[config.mk]
export PLATFORM = sky130hd
export DESIGN_NAME = noc_packetizer
export DESIGN_NICKNAME = d
export VERILOG_FILES = /design/src/rtl/noc_packetizer.sv
export SDC_FILE = /design/constraint.sdc
export NUM_CORES = 1
export LEC_CHECK = 0
export CORE_MARGIN = 1.5
export CORE_UTILIZATION = 50
export DETAILED_ROUTE_END_ITERATION = 12
export PLACE_DENSITY = 0.71
export SLEW_MARGIN = 40
export SYNTH_ARGS = -nofsm -noshare
export SYNTH_HDL_FRONTEND = slang
export SYNTH_SLANG_ARGS = --single-unit
[constraint.sdc]
create_clock -name clk -period 7.07 [get_ports clk]
set_clock_uncertainty 0.2 [all_clocks]
set_input_delay 1.0605 -clock clk [delete_from_list [all_inputs] [get_ports clk]]
set_output_delay 1.0605 -clock clk [all_outputs]
set_load 0.02 [all_outputs]
[src/rtl/noc_packetizer.sv]
// Byte-stream to 13-bit NoC packet converter with destination filtering, length capping
// and a first-word fall-through output FIFO driving the src_valid/src_ready handshake.
module noc_packetizer #(
  parameter int unsigned  DEPTH   = 4,
  parameter int unsigned  MAX_LEN = 8,
  localparam int unsigned CW      = $clog2(DEPTH + 1)
) (
  input  logic          clk,
  input  logic          reset,
  input  logic          in_valid,
  output logic          in_ready,
  input  logic [1:0]    in_dest,
  input  logic [1:0]    in_type,
  input  logic [7:0]    in_data,
  input  logic          in_last,
  output logic          pkt_valid,
  input  logic          pkt_ready,
  output logic [12:0]   packet,
  output logic [CW-1:0] fifo_count,
  output logic          drop_err,
  output logic          len_err
);

  localparam int unsigned PW = (DEPTH > 1) ? $clog2(DEPTH) : 1;
  localparam int unsigned LW = $clog2(MAX_LEN + 1);

  typedef enum logic [1:0] {StIdle, StBody, StDrop, StDiscard} state_e;

  state_e        state_q, state_d;
  logic [LW-1:0] cnt_q, cnt_d;
  logic [1:0]    dest_q, dest_d;
  logic [1:0]    type_q, type_d;
  logic [12:0]   mem_q [DEPTH];
  logic [12:0]   mem_d [DEPTH];
  logic [PW-1:0] wptr_q, wptr_d;
  logic [PW-1:0] rptr_q, rptr_d;
  logic [CW-1:0] count_q, count_d;

  logic        full, beat, push, pop;
  logic [12:0] push_pkt;

  always_comb begin
    state_d  = state_q;
    cnt_d    = cnt_q;
    dest_d   = dest_q;
    type_d   = type_q;
    mem_d    = mem_q;
    wptr_d   = wptr_q;
    rptr_d   = rptr_q;
    push     = 1'b0;
    push_pkt = '0;
    drop_err = 1'b0;
    len_err  = 1'b0;

    full      = (count_q == CW'(DEPTH));
    pkt_valid = (count_q != '0);
    // Swallowing states never store, so they accept regardless of FIFO space.
    in_ready  = reset & (((state_q == StDrop) || (state_q == StDiscard)) ? 1'b1 : !full);
    beat      = in_valid & in_ready;
    pop       = pkt_valid & pkt_ready;

    unique case (state_q)
      StIdle: begin
        if (beat) begin
          if (in_dest == 2'b11) begin
            drop_err = 1'b1;
            if (!in_last) state_d = StDrop;
          end else begin
            dest_d   = in_dest;
            type_d   = in_type;
            push     = 1'b1;
            push_pkt = {in_last, in_data, in_type, in_dest};
            cnt_d    = LW'(1);
            if (!in_last) state_d = StBody;
          end
        end
      end
      StBody: begin
        if (beat) begin
          push     = 1'b1;
          push_pkt = {1'b0, in_data, type_q, dest_q};
          cnt_d    = cnt_q + 1'b1;
          if (in_last) begin
            push_pkt[12] = 1'b1;
            cnt_d        = '0;
            state_d      = StIdle;
          end else if (cnt_q == LW'(MAX_LEN - 1)) begin
            push_pkt[12] = 1'b1;
            len_err      = 1'b1;
            cnt_d        = '0;
            state_d      = StDiscard;
          end
        end
      end
      StDrop, StDiscard: begin
        if (beat && in_last) state_d = StIdle;
      end
      default: state_d = StIdle;
    endcase

    if (push) begin
      mem_d[wptr_q] = push_pkt;
      wptr_d        = wptr_q + 1'b1;
    end
    if (pop) rptr_d = rptr_q + 1'b1;
    count_d = count_q + CW'(push) - CW'(pop);

    packet     = pkt_valid ? mem_q[rptr_q] : '0;
    fifo_count = count_q;
  end

  always_ff @(posedge clk or negedge reset) begin
    if (!reset) begin
      state_q <= StIdle;
      cnt_q   <= '0;
      dest_q  <= '0;
      type_q  <= '0;
      wptr_q  <= '0;
      rptr_q  <= '0;
      count_q <= '0;
      for (int i = 0; i < int'(DEPTH); i++) mem_q[i] <= '0;
    end else begin
      state_q <= state_d;
      cnt_q   <= cnt_d;
      dest_q  <= dest_d;
      type_q  <= type_d;
      wptr_q  <= wptr_d;
      rptr_q  <= rptr_d;
      count_q <= count_d;
      mem_q   <= mem_d;
    end
  end

endmodule

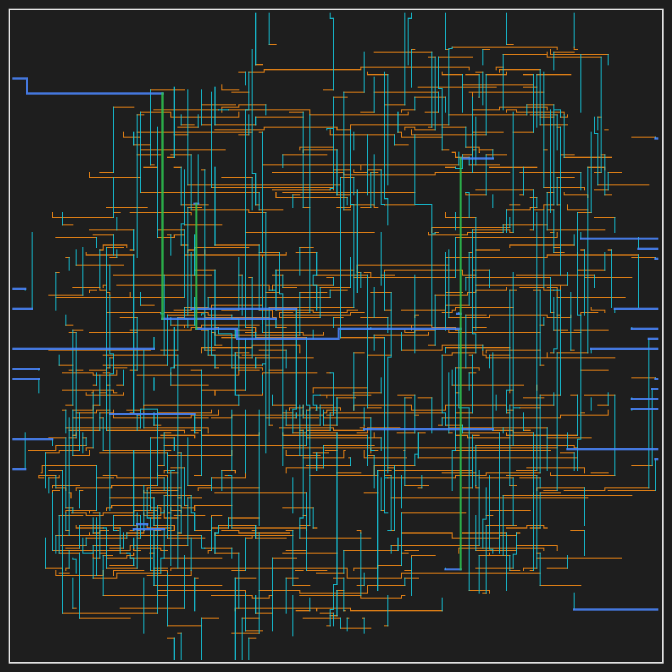
**Above:** run 1 (metal layers overlaid).
M3: in blue, wire length 233 um. M1: in orange, wire length 3410 um. M2: in cyan, wire length 3080 um. M4: in green, wire length 103 um.
total track usage: 19.9%
post-DR wirelength/cell: 17.9 um
DR vias: 2109

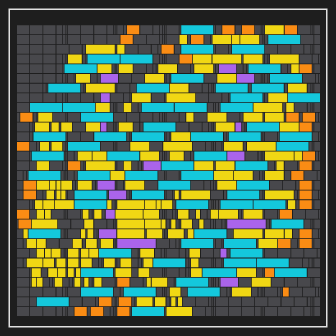
**Above:** run 1 (cell classes on the final placement).
Fill, decap, tap and diode cells in gray.
remaining logic cells: in yellow, cells 164, share of their area 44%. registers: in cyan, cells 69, share of their area 42%. remaining buffers and delay cells: in orange, cells 37, share of their area 8.9%. clock drivers and dummy loads: in purple, cells 16, share of their area 5.2%.

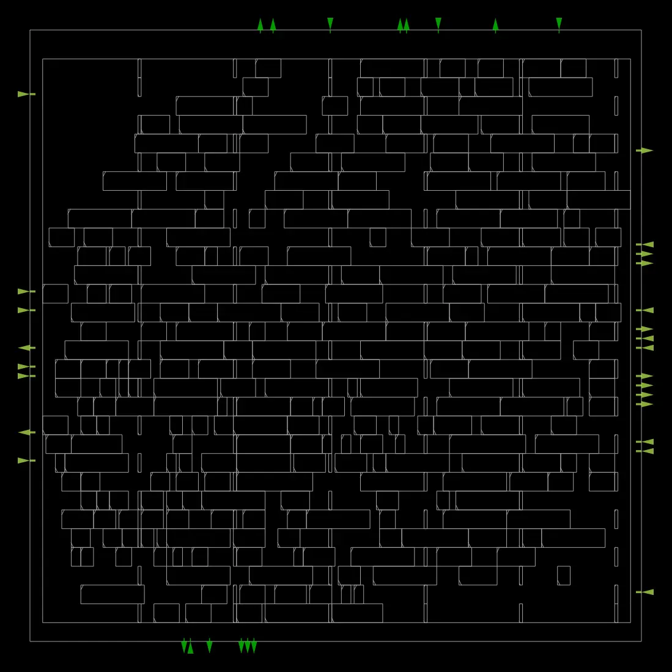
**Above:** run 1 (cell outlines without signal wires).
row cnt: 30
FILL cells: 569
Taps Inserted: 96

==> flow_summary.ini, run 1 <==
; synthesis and place-and-route metrics
[power]
p_int_uw = 1350
seq_power_share_pct = 37.1
leakagePower_uw = 0.00190
p_per_area_mw_per_mm2 = 484
p_comb_uw = 933
pwr-share-clk_pct = 17.2
ir_drop_v = 0.000188
p_sw_share_pct = 33.8

[placed_design]
place_inst = 366
post_dp_cell_area_mm2 = 0.00400

[cells_and_area]
fin_area_mm2 = 0.00422
final-clk-cell-share_pct = 5.07
flop_area_mm2 = 0.00173
ff_count = 69
n_clock_buffer = 9
num_antenna_cells = 0
final-nonclk-buf-share_pct = 8.60
stdcell_count = 382
comb.multi_input.count = 153

[synth]
yosys_area_mm2 = 0.00366
ys_seq_share_pct = 47.2
aoi_share_pct = 4.72
top_cell = dfrtp_1
syn_avg_cell_area_um2 = 14.9
synthTopCellsByCount = 69 x dfrtp_1, 36 x mux2_4, 15 x mux2_2
ff_type = dfrtp_1
netlist_logic_family_top = multiplexers
yosysWarnings = 0
synth-adder-area-share_pct = 2.94
ys_cells = 245
synth-xor-area-share_pct = 1.20
syn-num-nets = 270
area_leaders = dfrtp_1 47%, mux2_4 15%, mux4_2 8.0%

[run]
cap_viol_max_count = 0

[clock_network]
cts_root_buf = clkbuf_8
cts_setup_buffers = 0
cts_buffer_depth = 2
cts.sinks = 69
hold_buffers = 0

[setup_path]
critPathKind = input pin to output pin
crit_slowest_cell = buf_4
cp_slowest_stage_delay_ns = 0.61
critPathArrivalTime_ns = 2.97
critPathMaxFanout = 48
r2r_slack_ns = 4.21
worstSetupStartpoint = reset

[final_timing]
drv_slew = 0
finalClockPeriodUsage_pct = 59.8
rsz0062_at_grt = no
worst_pin_slew_ns = 0.718
final.min_clock_period_ns = 4.23
setup_viol = 0

[global_routing]
gr-usage-met3_pct = 3.64
grt_pass1_wl_mm = 11.4
grt_max_degree = 49

[route]
first_pass_iters = 4
vias_per_cell = 5.52
first_iter_violations = 74

[worst_hold_path]
whs_endpoint = dest_q[1]

[run_status]
outcome = completed

[floorplan]
ios = 37
die_y_um = 88.5
## Run 2: what changed since run 1
--- a/config.mk
+++ b/config.mk
@@ -8,7 +8,7 @@
 export CORE_MARGIN = 1.5
 export CORE_UTILIZATION = 50
 export DETAILED_ROUTE_END_ITERATION = 12
-export PLACE_DENSITY = 0.71
+export PLACE_DENSITY = 0.74
 export SLEW_MARGIN = 40
 export SYNTH_ARGS = -nofsm -noshare
 export SYNTH_HDL_FRONTEND = slang
==> constraint.sdc (replaced) <==
create_clock -name clk -period 3.4 [get_ports clk]
set_clock_uncertainty 0.2 [all_clocks]
set_input_delay 0.51 -clock clk [delete_from_list [all_inputs] [get_ports clk]]
set_output_delay 0.51 -clock clk [all_outputs]
set_load 0.02 [all_outputs]
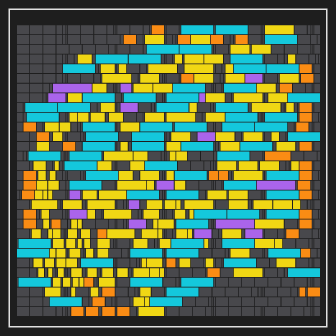
**Above:** run 2 (cell classes on the final placement).
Fill, decap, tap and diode cells in gray.
remaining buffers and delay cells: in orange, cells 45, share of their area 10%. registers: in cyan, cells 69, share of their area 41%. clock drivers and dummy loads: in purple, cells 16, share of their area 5.8%. remaining logic cells: in yellow, cells 164, share of their area 43%.
Core Area: 0.00694 mm2
fin util: 62.3%

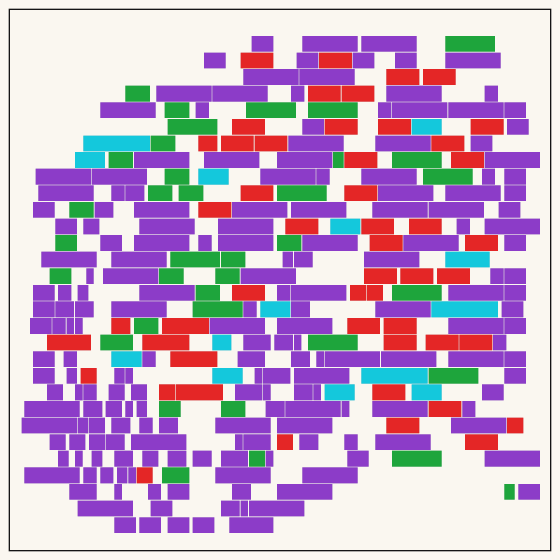
**Above:** run 2 (cells by drive strength).
x1 and smaller: in purple, cells 194. x2: in green, cells 36. x6 and larger: in cyan, cells 14. x3 and x4: in red, cells 50.

==> run 2 against run 1 <==
Effect of this change: area after synthesis stayed put; wire length up 0.38%; critical path depth did not move; critical path type is now flip-flop to output pin; largest power group unchanged; highest routed layer unchanged.
==> flow_summary.ini, run 2 <==
; synthesis and place-and-route metrics
[run]
warnings = 29
cap_viol_max_count = 0

[power]
pwr-share-clk_pct = 18.7
p_per_area_mw_per_mm2 = 1010
p_seq_uw = 1520
ir_drop_v = 0.000521
p_int_uw = 2920
seq_power_share_pct = 34.8
leakagePower_uw = 0.00196
p_comb_uw = 2030

[synth]
synth-xor-area-share_pct = 1.20
numSynthFlops = 69
yosys_area_mm2 = 0.00366
synthTopCellsByCount = 69 x dfrtp_1, 36 x mux2_4, 15 x mux2_2
synth-adder-area-share_pct = 2.94
syn_avg_cell_area_um2 = 14.9
simple_gate_share_pct = 11.6
area_leaders = dfrtp_1 47%, mux2_4 15%, mux4_2 8.0%
netlist_logic_family_top = multiplexers
yosysWarnings = 0
mux_share_pct = 27.4
ff_type = dfrtp_1
aoi_share_pct = 4.72
ys_cells = 245
top_cell = dfrtp_1
ys_seq_share_pct = 47.2

[cells_and_area]
largest_register_ffs = 52
num_antenna_cells = 0
flop_area_mm2 = 0.00173
stdcell_count = 390
drive_gt1_share_pct = 34.0
n_clock_buffer = 9
comb.multi_input.count = 153
ff_count = 69
final-clk-cell-share_pct = 5.67
final_nets = 314
final_common_cell = dfrtp_1
fillers = 557
final-nonclk-buf-share_pct = 10.1
areaGrowthSynthToFinish_pct = 18.2
logic_area_mm2 = 0.00175

[clock_network]
cts_root_buf = clkbuf_8
cts.sinks = 69
hold_buffers = 1
cts_setup_buffers = 0
cts_buffer_depth = 2

[floorplan]
taps = 96
ios = 37
die_y_um = 88.5
dieWidth_um = 88.5
num_rows = 30

[setup_path]
worstSetupStartpoint = state_q[0]
crit_end = len_err
critPathMaxFanout = 18
crit_slowest_cell = dfrtp_1
reg2reg_from = fifo_count[1]
critPathKind = flip-flop to output pin
critPathArrivalTime_ns = 2.43
r2r_slack_ns = 0.53
cp_slowest_stage_delay_ns = 0.67

[final_timing]
worst_pin_slew_ns = 0.704
drv_slew = 0
setup_viol = 0
final.min_clock_period_ns = 3.14
finalClockPeriodUsage_pct = 92.4
rsz0062_at_grt = no

[route]
dr_wl_met2_mm = 3.31
first_pass_iters = 4
vias = 2171
vias_per_cell = 5.57
wl_per_cell_um = 17.6
first_iter_violations = 117
wl_met1_mm = 3.19

[global_routing]
grt_pass1_wl_mm = 11.2
gr-usage-all-layers_pct = 19.5
gr-usage-met3_pct = 6.06
grt_max_degree = 60

[run_status]
outcome = completed

[placed_design]
post_dp_cell_area_mm2 = 0.00405
place_inst = 372

[worst_hold_path]
whs_endpoint = mem_q[2]
## Run 3: what changed since run 2
--- a/config.mk
+++ b/config.mk
@@ -9,6 +9,7 @@
 export CORE_UTILIZATION = 50
 export DETAILED_ROUTE_END_ITERATION = 12
 export PLACE_DENSITY = 0.74
+export SETUP_SLACK_MARGIN = 0.15
 export SLEW_MARGIN = 40
 export SYNTH_ARGS = -nofsm -noshare
 export SYNTH_HDL_FRONTEND = slang
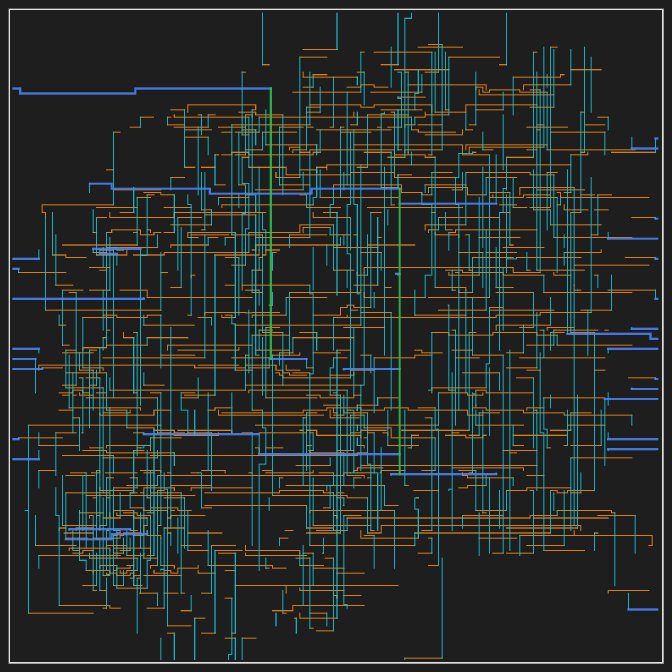
**Above:** run 3 (metal layers overlaid).
M1: in orange, wire length 3190 um. M3: in blue, wire length 282 um. M4: in green, wire length 75.5 um. M2: in cyan, wire length 3310 um.

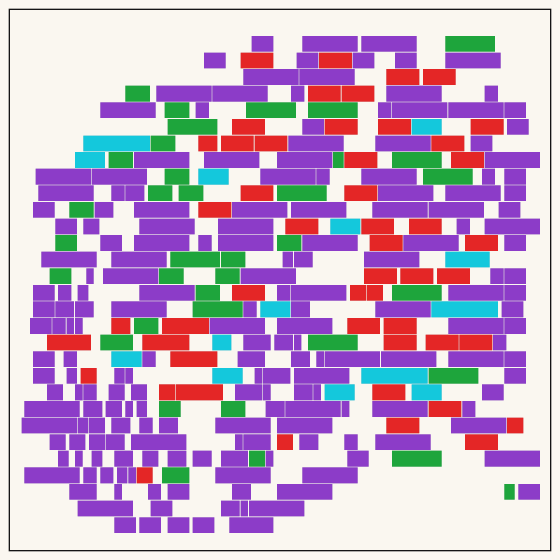
**Above:** run 3 (cells by drive strength).
x3 and x4: in red, cells 50. x2: in green, cells 36. x1 and smaller: in purple, cells 194. x6 and larger: in cyan, cells 14.
post-route cell area: 0.00432 mm2
Signal buffers: 45
setup ws final: 0.259 ns
layout overhead on the synthesized area: 18.2%

==> run 3 against run 2 <==
Effect of this change: final area stayed put; area after synthesis is the same; core utilization unchanged; synthesized cell count did not move; hold slack is the same; sequential power hardly changed; wire length unchanged; die size is the same.
==> flow_summary.ini, run 3 <==
; synthesis and place-and-route metrics
[cells_and_area]
fillers = 557
stdcell_count = 390
final-nonclk-buf-share_pct = 10.1
comb.multi_input.count = 153
logic_area_mm2 = 0.00175
final-clk-cell-share_pct = 5.67
num_antenna_cells = 0
final_nets = 314
utilization_pct = 62.3
ff_count = 69
drive_gt1_share_pct = 34.0
flop_area_mm2 = 0.00173
largest_register_ffs = 52

[setup_path]
crit_end = len_err
critPathArrivalTime_ns = 2.43
crit_slowest_cell = dfrtp_1
start_kind = flip-flop
reg2reg_from = fifo_count[1]
critPathMaxFanout = 18
cp_slowest_stage_delay_ns = 0.67
worstSetupStartpoint = state_q[0]
critPathKind = flip-flop to output pin

[synth]
yosys_area_mm2 = 0.00366
synth-adder-area-share_pct = 2.94
ys_seq_share_pct = 47.2
ff_type = dfrtp_1
netlist_logic_family_top = multiplexers
aoi_share_pct = 4.72
synth-xor-area-share_pct = 1.20
ys_cells = 245
top_cell = dfrtp_1
simple_gate_share_pct = 11.6
area_leaders = dfrtp_1 47%, mux2_4 15%, mux4_2 8.0%
syn-num-nets = 270
synthTopCellsByCount = 69 x dfrtp_1, 36 x mux2_4, 15 x mux2_2
yosysWarnings = 0
syn_avg_cell_area_um2 = 14.9
synth_top_area_share_pct = 47.2
mux_share_pct = 27.4
numSynthFlops = 69

[clock_network]
cts_buffer_depth = 2
cts_root_buf = clkbuf_8
cts_setup_buffers = 0
cts.sinks = 69
hold_buffers = 1

[run_status]
outcome = completed

[power]
leakagePower_uw = 0.00196
p_int_uw = 2920
p_comb_uw = 2030
seq_power_share_pct = 34.8
ir_drop_v = 0.000521
p_per_area_mw_per_mm2 = 1010
pwr-share-clk_pct = 18.7
p_sw_share_pct = 33.2
p_seq_uw = 1520

[global_routing]
overflow = 0
grt_pass1_wl_mm = 11.2
gr-usage-met3_pct = 6.06

[route]
dr_wl_met2_mm = 3.31
first_iter_violations = 117
vias = 2171
wl_per_cell_um = 17.6
first_pass_iters = 4
vias_per_cell = 5.57

[floorplan]
core-area_mm2 = 0.00694
ios = 37
die_y_um = 88.5
dieWidth_um = 88.5
taps = 96

[placed_design]
post_dp_cell_area_mm2 = 0.00405
place_inst = 372

[worst_hold_path]
whs_endpoint = mem_q[2]

[final_timing]
final.min_clock_period_ns = 3.14
setup_viol = 0
worst_pin_slew_ns = 0.704
finalClockPeriodUsage_pct = 92.4
drv_slew = 0
rsz0062_at_grt = no

[run]
cap_viol_max_count = 0
warnings = 29
No activity file was given, so power comes from the tool's default toggle rates.
